--- config.mk ---
export PLATFORM = sky130hd
export DESIGN_NAME = cross_bar_nxm
export DESIGN_NICKNAME = d
export VERILOG_FILES = /design/src/rtl/cross_bar_nxm.sv
export SDC_FILE = /design/constraint.sdc
export NUM_CORES = 1
export LEC_CHECK = 0
export ABC_AREA = 1
export CORE_AREA = 2 2 153 155
export CTS_CLUSTER_SIZE = 24
export DETAILED_ROUTE_END_ITERATION = 16
export DIE_AREA = 0 0 155 157
export PLACE_DENSITY_LB_ADDON = 0.3
export SYNTH_ARGS = -nofsm -noshare
export SYNTH_HDL_FRONTEND = slang
export SYNTH_SLANG_ARGS = --single-unit
--- constraint.sdc ---
create_clock -name PCLK -period 1.44 [get_ports PCLK]
set_input_delay 0.288 -clock PCLK [delete_from_list [all_inputs] [get_ports PCLK]]
set_output_delay 0.288 -clock PCLK [all_outputs]
set_load 0.01 [all_outputs]
--- src/rtl/cross_bar_nxm.sv ---
`default_nettype none
// ============================================================================
// Module   : cross_bar_nxm
// Purpose  : Parametrised NUM_M-master x NUM_S-slave request/acknowledge
//            crossbar. Each slave port owns an IDLE/GRANT/RESP state machine
//            and a round-robin arbiter, so different slaves serve different
//            masters in parallel. The upper SEL_W address bits select the
//            slave. Read data returns to the granted master through a
//            per-master holding register.
// Revision : 1.0 - initial release
// ----------------------------------------------------------------------------
// Ports
//   PCLK      in   1              clock, rising-edge active
//   PRESETN   in   1              asynchronous active-low reset
//   m_req     in   NUM_M          per-master request, held until m_ack
//   m_cmd     in   NUM_M          1 = write, 0 = read
//   m_addr    in   NUM_M*ADDR_W   master i at [i*ADDR_W +: ADDR_W]
//   m_wdata   in   NUM_M*DATA_W   master write data
//   m_ack     out  NUM_M          one-cycle completion pulse
//   m_rdata   out  NUM_M*DATA_W   registered read data, held between reads
//   s_ack     in   NUM_S          slave completion pulse
//   s_rdata   in   NUM_S*DATA_W   slave read data, valid with s_ack
//   s_req     out  NUM_S          request to each slave
//   s_cmd     out  NUM_S          command to each slave
//   s_addr    out  NUM_S*ADDR_W   full master address, unmodified
//   s_wdata   out  NUM_S*DATA_W   write data to each slave
// ============================================================================
module cross_bar_nxm #(
   parameter int NUM_M  = 2,
   parameter int NUM_S  = 2,
   parameter int ADDR_W = 32,
   parameter int DATA_W = 32
) (
   input  logic                       PCLK,
   input  logic                       PRESETN,
   input  logic [NUM_M-1:0]           m_req,
   input  logic [NUM_M-1:0]           m_cmd,
   input  logic [NUM_M*ADDR_W-1:0]    m_addr,
   input  logic [NUM_M*DATA_W-1:0]    m_wdata,
   output logic [NUM_M-1:0]           m_ack,
   output logic [NUM_M*DATA_W-1:0]    m_rdata,
   input  logic [NUM_S-1:0]           s_ack,
   input  logic [NUM_S*DATA_W-1:0]    s_rdata,
   output logic [NUM_S-1:0]           s_req,
   output logic [NUM_S-1:0]           s_cmd,
   output logic [NUM_S*ADDR_W-1:0]    s_addr,
   output logic [NUM_S*DATA_W-1:0]    s_wdata
);

   localparam int SEL_W = $clog2(NUM_S);
   localparam int GNT_W = (NUM_M > 1) ? $clog2(NUM_M) : 1;
   // One spare bit so pointer + offset never overflows before wrapping.
   localparam int IDX_W = GNT_W + 1;

   typedef enum logic [1:0] {
      ST_IDLE  = 2'd0,
      ST_GRANT = 2'd1,
      ST_RESP  = 2'd2
   } state_t;

   // w_done[j][i]   : slave j completes a transaction for master i this cycle
   // w_rd_done[j][i]: same, and that transaction is a read
   logic [NUM_S-1:0][NUM_M-1:0] w_done;
   logic [NUM_S-1:0][NUM_M-1:0] w_rd_done;

   // =========================================================================
   // Per-slave arbiter and grant state machine
   // =========================================================================
   genvar gj;
   generate
      for (gj = 0; gj < NUM_S; gj++) begin : g_slave
         state_t             r_state;
         state_t             w_state_nxt;
         logic [GNT_W-1:0]   r_grant;
         logic [GNT_W-1:0]   w_grant_nxt;
         logic [GNT_W-1:0]   r_ptr;
         logic [GNT_W-1:0]   w_ptr_nxt;
         logic               r_cmd;
         logic               w_cmd_nxt;
         logic [NUM_M-1:0]   w_hit;
         logic               w_found;
         logic [GNT_W-1:0]   w_pick;
         logic [IDX_W-1:0]   w_idx;
         logic               w_in_grant;
         logic [NUM_M-1:0]   w_done_loc;
         logic [NUM_M-1:0]   w_rd_loc;

         // Masters currently requesting this slave.
         always_comb begin
            w_hit = '0;
            for (int i = 0; i < NUM_M; i++) begin
               w_hit[i] = m_req[i] &&
                  (m_addr[i*ADDR_W + ADDR_W - 1 -: SEL_W] == SEL_W'(gj));
            end
         end

         // Cyclic search starting at the round-robin pointer; the first hit
         // wins. The index wraps explicitly so NUM_M need not be a power of 2.
         always_comb begin
            w_found = 1'b0;
            w_pick  = '0;
            w_idx   = '0;
            for (int off = 0; off < NUM_M; off++) begin
               w_idx = IDX_W'(r_ptr) + IDX_W'(off);
               if (w_idx >= IDX_W'(NUM_M)) begin
                  w_idx = w_idx - IDX_W'(NUM_M);
               end
               if (!w_found && w_hit[w_idx[GNT_W-1:0]]) begin
                  w_found = 1'b1;
                  w_pick  = w_idx[GNT_W-1:0];
               end
            end
         end

         // Next-state logic.
         always_comb begin
            w_state_nxt = r_state;
            w_grant_nxt = r_grant;
            w_cmd_nxt   = r_cmd;
            w_ptr_nxt   = r_ptr;
            case (r_state)
               ST_IDLE: begin
                  if (w_found) begin
                     w_state_nxt = ST_GRANT;
                     w_grant_nxt = w_pick;
                     w_cmd_nxt   = m_cmd[w_pick];
                  end
               end
               ST_GRANT: begin
                  if (s_ack[gj]) begin
                     w_state_nxt = ST_RESP;
                     w_ptr_nxt   = (r_grant == GNT_W'(NUM_M - 1)) ?
                                   '0 : r_grant + GNT_W'(1);
                  end else if (!m_req[r_grant]) begin
                     // Abort: release the slave, keep the pointer so the
                     // aborting master does not lose its turn order.
                     w_state_nxt = ST_IDLE;
                  end
               end
               ST_RESP: begin
                  w_state_nxt = ST_IDLE;
               end
               default: begin
                  w_state_nxt = ST_IDLE;
               end
            endcase
         end

         always_ff @(posedge PCLK or negedge PRESETN) begin
            if (!PRESETN) begin
               r_state <= ST_IDLE;
               r_grant <= '0;
               r_cmd   <= 1'b0;
               r_ptr   <= '0;
            end else begin
               r_state <= w_state_nxt;
               r_grant <= w_grant_nxt;
               r_cmd   <= w_cmd_nxt;
               r_ptr   <= w_ptr_nxt;
            end
         end

         // Slave-side outputs are decoded from state, so an asynchronous
         // reset drops them without waiting for a clock edge. Address and
         // write data follow the granted master live.
         assign w_in_grant = (r_state == ST_GRANT);
         assign s_req[gj]  = w_in_grant && m_req[r_grant];
         assign s_cmd[gj]  = w_in_grant && r_cmd;
         assign s_addr[gj*ADDR_W +: ADDR_W] =
            w_in_grant ? m_addr[r_grant*ADDR_W +: ADDR_W] : '0;
         assign s_wdata[gj*DATA_W +: DATA_W] =
            w_in_grant ? m_wdata[r_grant*DATA_W +: DATA_W] : '0;

         // Completion is only recognised while a grant is held; a stray
         // s_ack in IDLE or RESP has no effect.
         always_comb begin
            w_done_loc = '0;
            w_rd_loc   = '0;
            for (int i = 0; i < NUM_M; i++) begin
               w_done_loc[i] = w_in_grant && s_ack[gj] &&
                               (r_grant == GNT_W'(i));
               w_rd_loc[i]   = w_done_loc[i] && !r_cmd;
            end
         end

         assign w_done[gj]    = w_done_loc;
         assign w_rd_done[gj] = w_rd_loc;
      end
   endgenerate

   // =========================================================================
   // Per-master acknowledge pulse and read-data holding register
   // =========================================================================
   genvar gi;
   generate
      for (gi = 0; gi < NUM_M; gi++) begin : g_master
         logic              r_ack;
         logic [DATA_W-1:0] r_rdata;
         logic              w_ack_any;
         logic              w_rd_any;
         logic [DATA_W-1:0] w_rd_data;

         // A well-behaved master has a single outstanding request, so at
         // most one slave completes for it in any cycle.
         always_comb begin
            w_ack_any = 1'b0;
            w_rd_any  = 1'b0;
            w_rd_data = '0;
            for (int j = 0; j < NUM_S; j++) begin
               if (w_done[j][gi]) begin
                  w_ack_any = 1'b1;
               end
               if (w_rd_done[j][gi]) begin
                  w_rd_any  = 1'b1;
                  w_rd_data = s_rdata[j*DATA_W +: DATA_W];
               end
            end
         end

         always_ff @(posedge PCLK or negedge PRESETN) begin
            if (!PRESETN) begin
               r_ack   <= 1'b0;
               r_rdata <= '0;
            end else begin
               r_ack <= w_ack_any;
               if (w_rd_any) begin
                  r_rdata <= w_rd_data;
               end
            end
         end

         assign m_ack[gi]                    = r_ack;
         assign m_rdata[gi*DATA_W +: DATA_W] = r_rdata;
      end
   endgenerate

endmodule
`default_nettype wire

### Nets reached from selected ports, run 1

Bar = 50 microns.
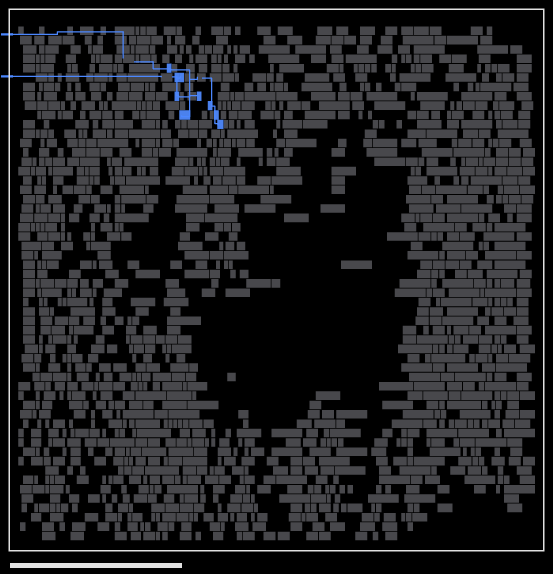
legend:
  m_req:
    color: blue
    bits: 2
    direction: input
    edge: left
    end_cells: 9
    buffers: 3
    wire: 156 microns

### Zoomed window, run 1

Region (19, 98) to (59, 138) microns. Cells in gray, sequential cells in the stronger gray; small squares are vias.
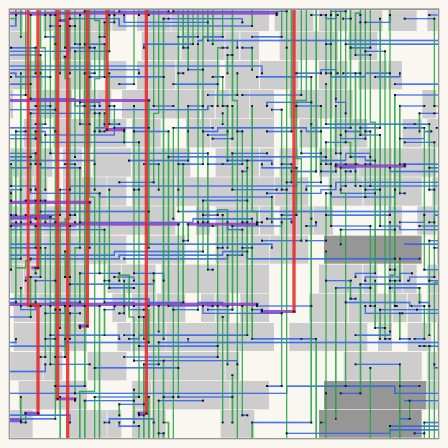
legend:
  met1:
    color: blue
  met4:
    color: red
  met2:
    color: green
  met3:
    color: purple
sequential cells in the window: 3
cells with their middle in the window: 141
most frequent: nand2_1 (29), clkdlybuf4s50_1 (16), buf_2 (16)

### Routed metal, one color a layer, run 1

Two of the layers only.
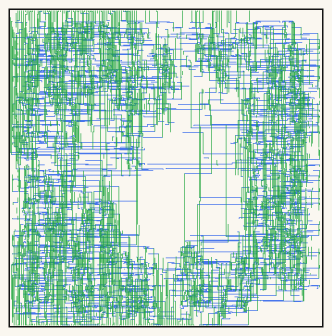
legend:
  met2:
    color: green
    wire_length: 18500 microns
  met1:
    color: blue
    wire_length: 12700 microns

### Sequential cells grouped by signal name, run 1

Bar = 50 microns. Other sequential cells in the stronger gray, the rest of the logic in the fainter gray.
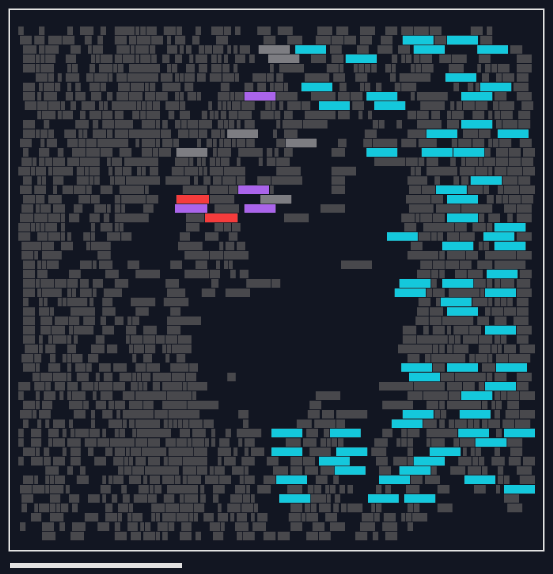
legend:
  g_master.r_rdata:
    color: cyan
    flops: 64
  g_slave.r_grant:
    color: red
    flops: 2
  g_slave.r_state:
    color: purple
    flops: 4
not colored: 6

==> results_slide.txt, run 1 <==
Implementation Results

Drt
  • DRT iter0 DRCs: 458
  • Wl on met1: 12700 microns
  • Top sig layer: met4
  • DRC: 0
  • Routed WL: 36200 microns
  • Wire length on met3: 2930 microns
  • Routed WL per cell: 22.0 microns
  • Routed wl met2: 18500 microns
  • Vias per cell: 5.22
  • Via count: 8589
  • DRT antenna net count: 0

Flow run
  • MaxCap Viol Count: 0
  • Log Warnings: 29

Critical path
  • Slowest cell on the critical path: dfrtp_1
  • CP delay by family, top: buffers and inverters
  • Critical path fanouts, max: 27
  • WS Path Type: reg2out
  • Crit path buf inv count: 3
  • Crit end category: output port
  • Worst endpoint required time: 1.15 ns
  • Setup crit start kind: flip-flop
  • Crit-path max cell delay: 0.43 ns
  • Critical-path cell list: nor2_4 -> clkinv_4 -> buf_12 -> a21oi_2 -> clkdlybuf4s15_2
  • Reg2reg setup slack: -0.46 ns

CTS
  • Late-Pin Clk Latency: 0.34 ns
  • Clock tree buffer depth: 2
  • TritonCTS clock tree: built
  • CTS buffer count: 9
  • Root buf cell: clkbuf_16
  • H-tree depth: 3
  • CTS clock-pin slew for the worst setup and hold paths: 0.06 ns

Timing
  • Hold Fails Final Rpt: 0
  • Count of final setup violators: 197
  • Final WS setup: -0.510 ns
  • Min Tclk post-route: 1.95 ns
  • RSZ-0062 raised after global routing: yes
  • Max-Slew Margin vs Limit: 0.726
  • Post-layout period usage: 1.35
  • Total Neg Setup Slack: -74.18 ns
  • Max Freq: 513 MHz

Die
  • Die ar.: 24300 sq um
  • Io pins: 398
  • Die width: 155 microns
  • Init Core Util: 0.244
  • Core area: 22500 sq um
  • Die height: 157 microns
  • Rows: 55

Finish
  • Post-route cell area: 13500 sq um
  • Area grow syn2layout: 146%
  • Fin nets: 1555
  • Most frequent logic cells in the routed design: 244 x nand2_1, 198 x clkdlybuf4s50_1, 121 x nand3_1
  • Register area: 1910 sq um
  • Share of layout cells above drive strength 1: 0.454
  • FILL cells: 1929
  • MI comb area: 4660 sq um
  • Most used logic cell in the final layout: nand2_1

Placement
  • Post-Place Cell Area: 10600 sq um
  • Gpl congestion: 0.890
  • Setup slack at placement: -0.552 ns

Yosys
  • Post-synth cell types: 22
  • Post-Syn Instances: 870
  • Netlist Area Pre-Place: 5480 sq um
  • Synth Seq Share: 0.347
  • Post-synth net total: 1070
  • Yosys Chip Area: 5480 sq um
  • Top cells by area: dfrtp_1 35%, nand2_1 23%, nand3_1 18%
  • Yosys warns: 0
  • Synth flops: 76
  • Mean Syn Cell Area: 6.30 sq um
  • # Cells Yosys: 870

GRT
  • GRT Total Usage: 0.247
  • Largest net degree at the start of global routing: 51
  • Initial antenna violation count: 1
  • Vias in the first global route: 7861
  • First-pass GRT wire length: 45900 microns

Power and ir drop
  • Leak Pwr: 0.00692 uW
  • Design Power: 18400 uW
  • Max IR drop VDD: 0.000543 V
  • PwrDens: 1370 nW/um^2

Worst hold path
  • HP Class: in2async

Status
  • Status: finished with violations
  • Failing checks: negative setup slack
## run 1: layout make-up
class	count	area share
Clock buffer	10	0.0170
Antenna cell	1	0.000186
Multi-Input combinational cell	693	0.346
Timing Repair Buffer	551	0.457
Inverter	24	0.00900
Sequential cell	76	0.141
Clock inverter	6	0.00306
Tap cell	285	0.0265
## run 1: layer usage
metal / GRT usage / vias up
li1: - / 3894
met1: 0.275 / 4127
met2: 0.447 / 461
met3: 0.0680 / 107
met4: 0.0970 / 0
met5: 0 / -
## run 1: worst register-to-register path: stages (launching register included)
cell      delay (ns)
dfrtp_2         0.46
clkinv_4        0.10
buf_12          0.14
buf_6           0.10
buf_6           0.09
nand4_1         0.12
buf_6           0.16
buf_6           0.12
buf_12          0.14
buf_16          0.16
nand3_1         0.12
nand3_2         0.09
## run 1: registers in the layout (all words and copies together) (netlist names)
register          flops
g_master.r_rdata     64
g_slave.r_state       4
g_master.r_ack        2
g_slave.r_cmd         2
g_slave.r_ptr         2
g_slave.r_grant       2
## run 1: where the power goes
group,internal [uW],total (uW),switching [uW],leakage (uW)
clock,1160,2090,930,0.000124
combinational,6340,12600,6260,0.00584
sequential,3090,3710,619,0.000952
total,10600,18400,7810,0.00692
## run 1: cell families after synthesis
| family | count (synthesis) | share of synthesized area |
|---|---|---|
| flops | 76 | 0.347 |
| compound gates | 140 | 0.129 |
| buf+inv | 102 | 0.0934 |
| simple gates | 552 | 0.430 |
## run 1: worst paths after layout
check / start / to / depth (start not counted)
worst max-delay path: g_slave[0].r_state[1] / s_wdata[2] / 5
worst min-delay path: PRESETN / g_master[1].r_rdata[25] / 3
worst max register to register: g_slave[1].r_grant / g_master[0].r_rdata[30] / 11
worst min register to register: g_slave[1].r_cmd / g_slave[1].r_cmd / 2
max in group asynchronous: PRESETN / g_master[0].r_rdata[29] / 3
min in group PCLK: g_slave[1].r_cmd / g_slave[1].r_cmd / 2
## run 1: through the flow
step / util / cells
global route: 0.599 / 1645
floorplan: - / 870
global placement: 0.470 / 1544
CTS: 0.519 / 1614
detailed placement: 0.470 / 1544
finish: 0.599 / 1646
## run 1: repair_timing
| item | CTS | global route |
|---|---|---|
| hold endpoints to repair | 76 | 0 |
| hold buffers | 1 | 0 |
| gates resized | 642 | 358 |
| buffers inserted | 39 | 24 |
| pin swaps | 19 | 84 |
| endpoints found under the setup margin | 262 | 263 |
| gates cloned | 15 | 26 |
## run 1: synthesized netlist by cell type
| library cell | number |
|---|---|
| dfrtp_1 | 76 |
| buf_1 | 3 |
| o21ai_0 | 7 |
| inv_2 | 1 |
| nand4_1 | 3 |
| buf_6 | 7 |
| nand2_2 | 1 |
| o21bai_1 | 1 |
| a21oi_1 | 130 |
| o31ai_1 | 1 |
| nor3_2 | 1 |
| clkbuf_1 | 15 |
| nand3b_1 | 1 |
| nor2_1 | 4 |
| nand2_1 | 340 |
| nor2_4 | 2 |
| buf_2 | 49 |
| inv_1 | 23 |
| o21a_1 | 1 |
| nand3_1 | 199 |
| nor2_2 | 1 |
| buf_4 | 4 |
### Clock nets, run 1

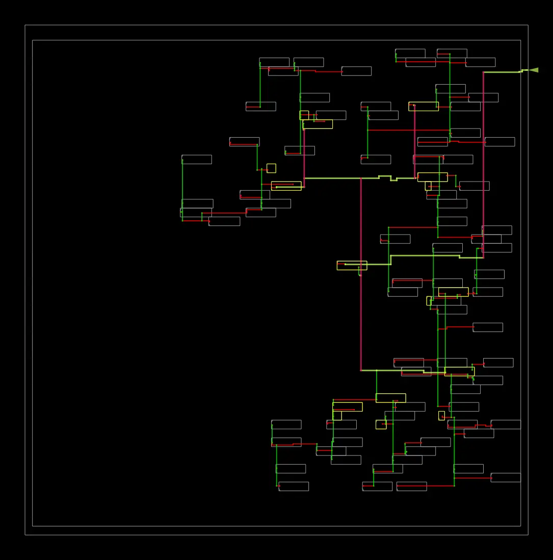

==> run 2: changes to the inputs <==
- SKIP_CTS_REPAIR_TIMING: default -> 1
### Clock nets, run 2

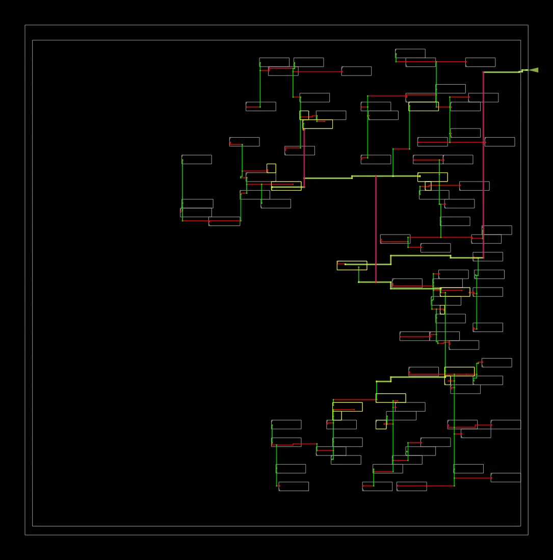
Clock buffer cells: 10
clock skew: 0.00641 ns

### Routed metal, one color a layer, run 2

Two of the layers only.
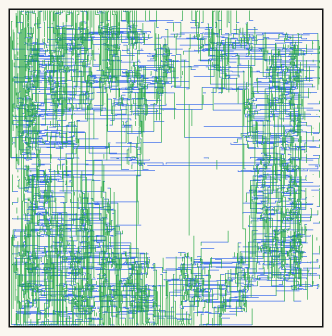
legend:
  met1:
    color: blue
    wire_length: 11300 microns
  met2:
    color: green
    wire_length: 15600 microns

==> results_slide.txt, run 2 <==
Implementation Results

Yosys
  • # Cells Yosys: 870
  • Top cell type by instance count after synthesis: nand2_1
  • Mux cell area share: 0
  • Synth Seq Share: 0.347
  • Netlist Area Pre-Place: 5480 sq um
  • Synth flops: 76
  • Post-Syn Instances: 870
  • Post-synth cell types: 22
  • Commonest cells post-synth: 340 x nand2_1, 199 x nand3_1, 130 x a21oi_1
  • Area fraction in compound gates: 0.129
  • Mean Syn Cell Area: 6.30 sq um
  • Yosys simple share: 0.430
  • Top cells by area: dfrtp_1 35%, nand2_1 23%, nand3_1 18%
  • Yosys Chip Area: 5480 sq um
  • Synth logic family: simple AND/OR/NAND/NOR gates
  • Dominant cell area share: 0.347
  • Post-synth net total: 1070
  • Yosys warns: 0
  • Async S/R FF share, synth: 1.00
  • Synth Area in Adders: 0
  • Dominant flop cell: dfrtp_1
  • EDFF count, synth: 0

Flow run
  • MaxCap Viol Count: 0
  • Log Warnings: 28

Placement
  • Post-placement cell count: 1544
  • Setup slack at placement: -0.552 ns
  • Gpl congestion: 0.890

Finish
  • Final Non-Filler Cells: 1584
  • Fin nets: 1493
  • Share of layout cells above drive strength 1: 0.283
  • Top reg by flops: g_master.r_rdata
  • Most frequent logic cells in the routed design: 329 x nand2_1, 264 x clkdlybuf4s50_1, 197 x nand3_1
  • Largest registers: g_master.r_rdata x64, g_slave.r_state x4
  • Most used logic cell in the final layout: nand2_1
  • Max FFs per register: 64
  • Post-route cell area: 11000 sq um
  • FILL cells: 2244

Die
  • Io pins: 398
  • Core area: 22500 sq um
  • Die ar.: 24300 sq um
  • Rows: 55
  • Die height: 157 microns
  • Init Core Util: 0.244

Drt
  • Routed WL per cell: 19.5 microns
  • DRT antenna net count: 0
  • Vias per cell: 5.01
  • DRT iter0 DRCs: 396
  • Via count: 7940
  • DRC: 0
  • Routed WL: 30900 microns

Timing
  • RSZ-0062 raised after global routing: yes
  • Max-Slew Margin vs Limit: 0.797
  • Post-layout period usage: 1.27
  • Final WS setup: -0.384 ns
  • Count of final setup violators: 262
  • Max Freq: 548 MHz
  • Hold Fails Final Rpt: 0

Critical path
  • Crit-path max cell delay: 0.47 ns
  • Crit end category: output port
  • Crit path DAT: 1.54 ns
  • Reg2reg setup slack: -0.28 ns
  • Setup crit start kind: flip-flop
  • WS Path Type: reg2out

Power and ir drop
  • Design Power: 15800 uW
  • Max IR drop VDD: 0.000562 V
  • PwrDens: 1430 nW/um^2

Status
  • Status: finished with violations
  • Failing checks: negative setup slack

CTS
  • CTS buffer count: 9
  • Late-Pin Clk Latency: 0.34 ns
  • Root buf cell: clkbuf_16
  • Clock tree buffer depth: 2
  • TritonCTS clock tree: built
  • CTS clock-pin slew for the worst setup and hold paths: 0.06 ns
  • H-tree depth: 3

GRT
  • Initial antenna violation count: 1
  • First-pass GRT wire length: 41800 microns
  • Vias in the first global route: 7296
  • GRT Total Usage: 0.223
  • Largest net degree at the start of global routing: 51

Worst hold path
  • HP Class: in2async
### Nets reached from selected ports, run 2

Bar = 50 microns.
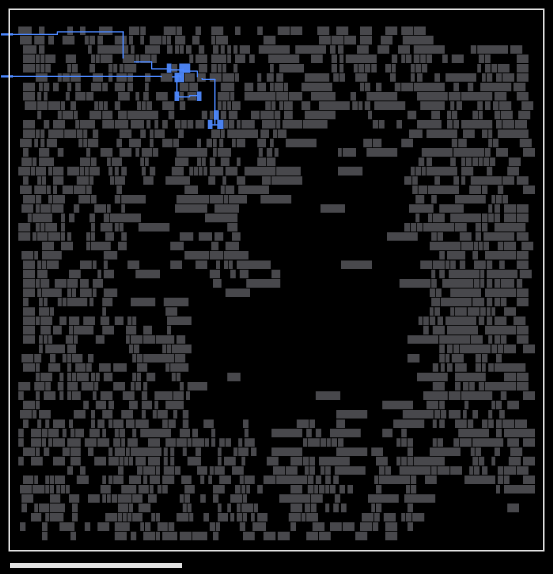
legend:
  m_req:
    color: blue
    bits: 2
    direction: input
    edge: left
    end_cells: 9
    buffers: 3
    wire: 142 microns

## run 2: layer usage
metal,part of all wire,GRT usage,vias up
li1,-,-,3747
met1,0.37,0.250,3767
met2,0.51,0.387,375
met3,0.094,0.0743,51
met4,0.035,0.0974,0
met5,0,0,-
## run 2: path summary, 6_finish.rpt
| check | startpoint | end |
|---|---|---|
| setup / recovery | g_slave[1].r_grant | s_addr[52] |
| min in group PCLK | g_slave[1].r_cmd | g_slave[1].r_cmd |
| setup reg to reg | g_slave[0].r_state[0] | g_master[1].r_rdata[21] |
| hold reg to reg | g_slave[1].r_cmd | g_slave[1].r_cmd |
| hold / removal | PRESETN | g_master[0].r_rdata[18] |
| max in group asynchronous | PRESETN | g_master[1].r_rdata[2] |
## run 2: power by group
group / switching, uW / leakage, uW / internal (uW)
logic: 5110 / 0.00403 / 4940
registers: 571 / 0.000952 / 3090
clock network: 897 / 0.000124 / 1160
total: 6580 / 0.00510 / 9180
## run 2: critical path, delay by kind of cell, from the launching register on
kind	cells	cell delay [ns]
compound gates	1	0.17
flops	1	0.47
buf+inv	3	0.48
simple gates	1	0.07
## run 2: final cells by class
cell class | instances | area, sq um | area share
Sequential cell | 76 | 1910 | 0.173
Inverter | 24 | 113 | 0.0102
Multi-Input combinational cell | 692 | 3620 | 0.328
Timing Repair Buffer | 490 | 4760 | 0.432
Clock buffer | 10 | 229 | 0.0208
Tap cell | 285 | 357 | 0.0323
Clock inverter | 6 | 41.3 | 0.00374
Antenna cell | 1 | 2.50 | 0.000227
## run 2: per-stage QoR
stage,hold WS (ns),setup TNS (ns),utilization
6_report,0.484,-59.40,0.490
5_1_grt,0.492,-77.82,0.490
4_1_cts,-0.110,-126.47,0.482
3_5_place_dp,0.261,-74.51,0.470
3_3_place_gp,0.257,-72.89,0.470
2_1_floorplan,-0.00759,-0.191,-
## run 2: kinds of logic after synthesis
logic type,after synthesis
compound gates,140
buf+inv,102
flops,76
simple gates,552
Power and IR drop assume default switching activity.
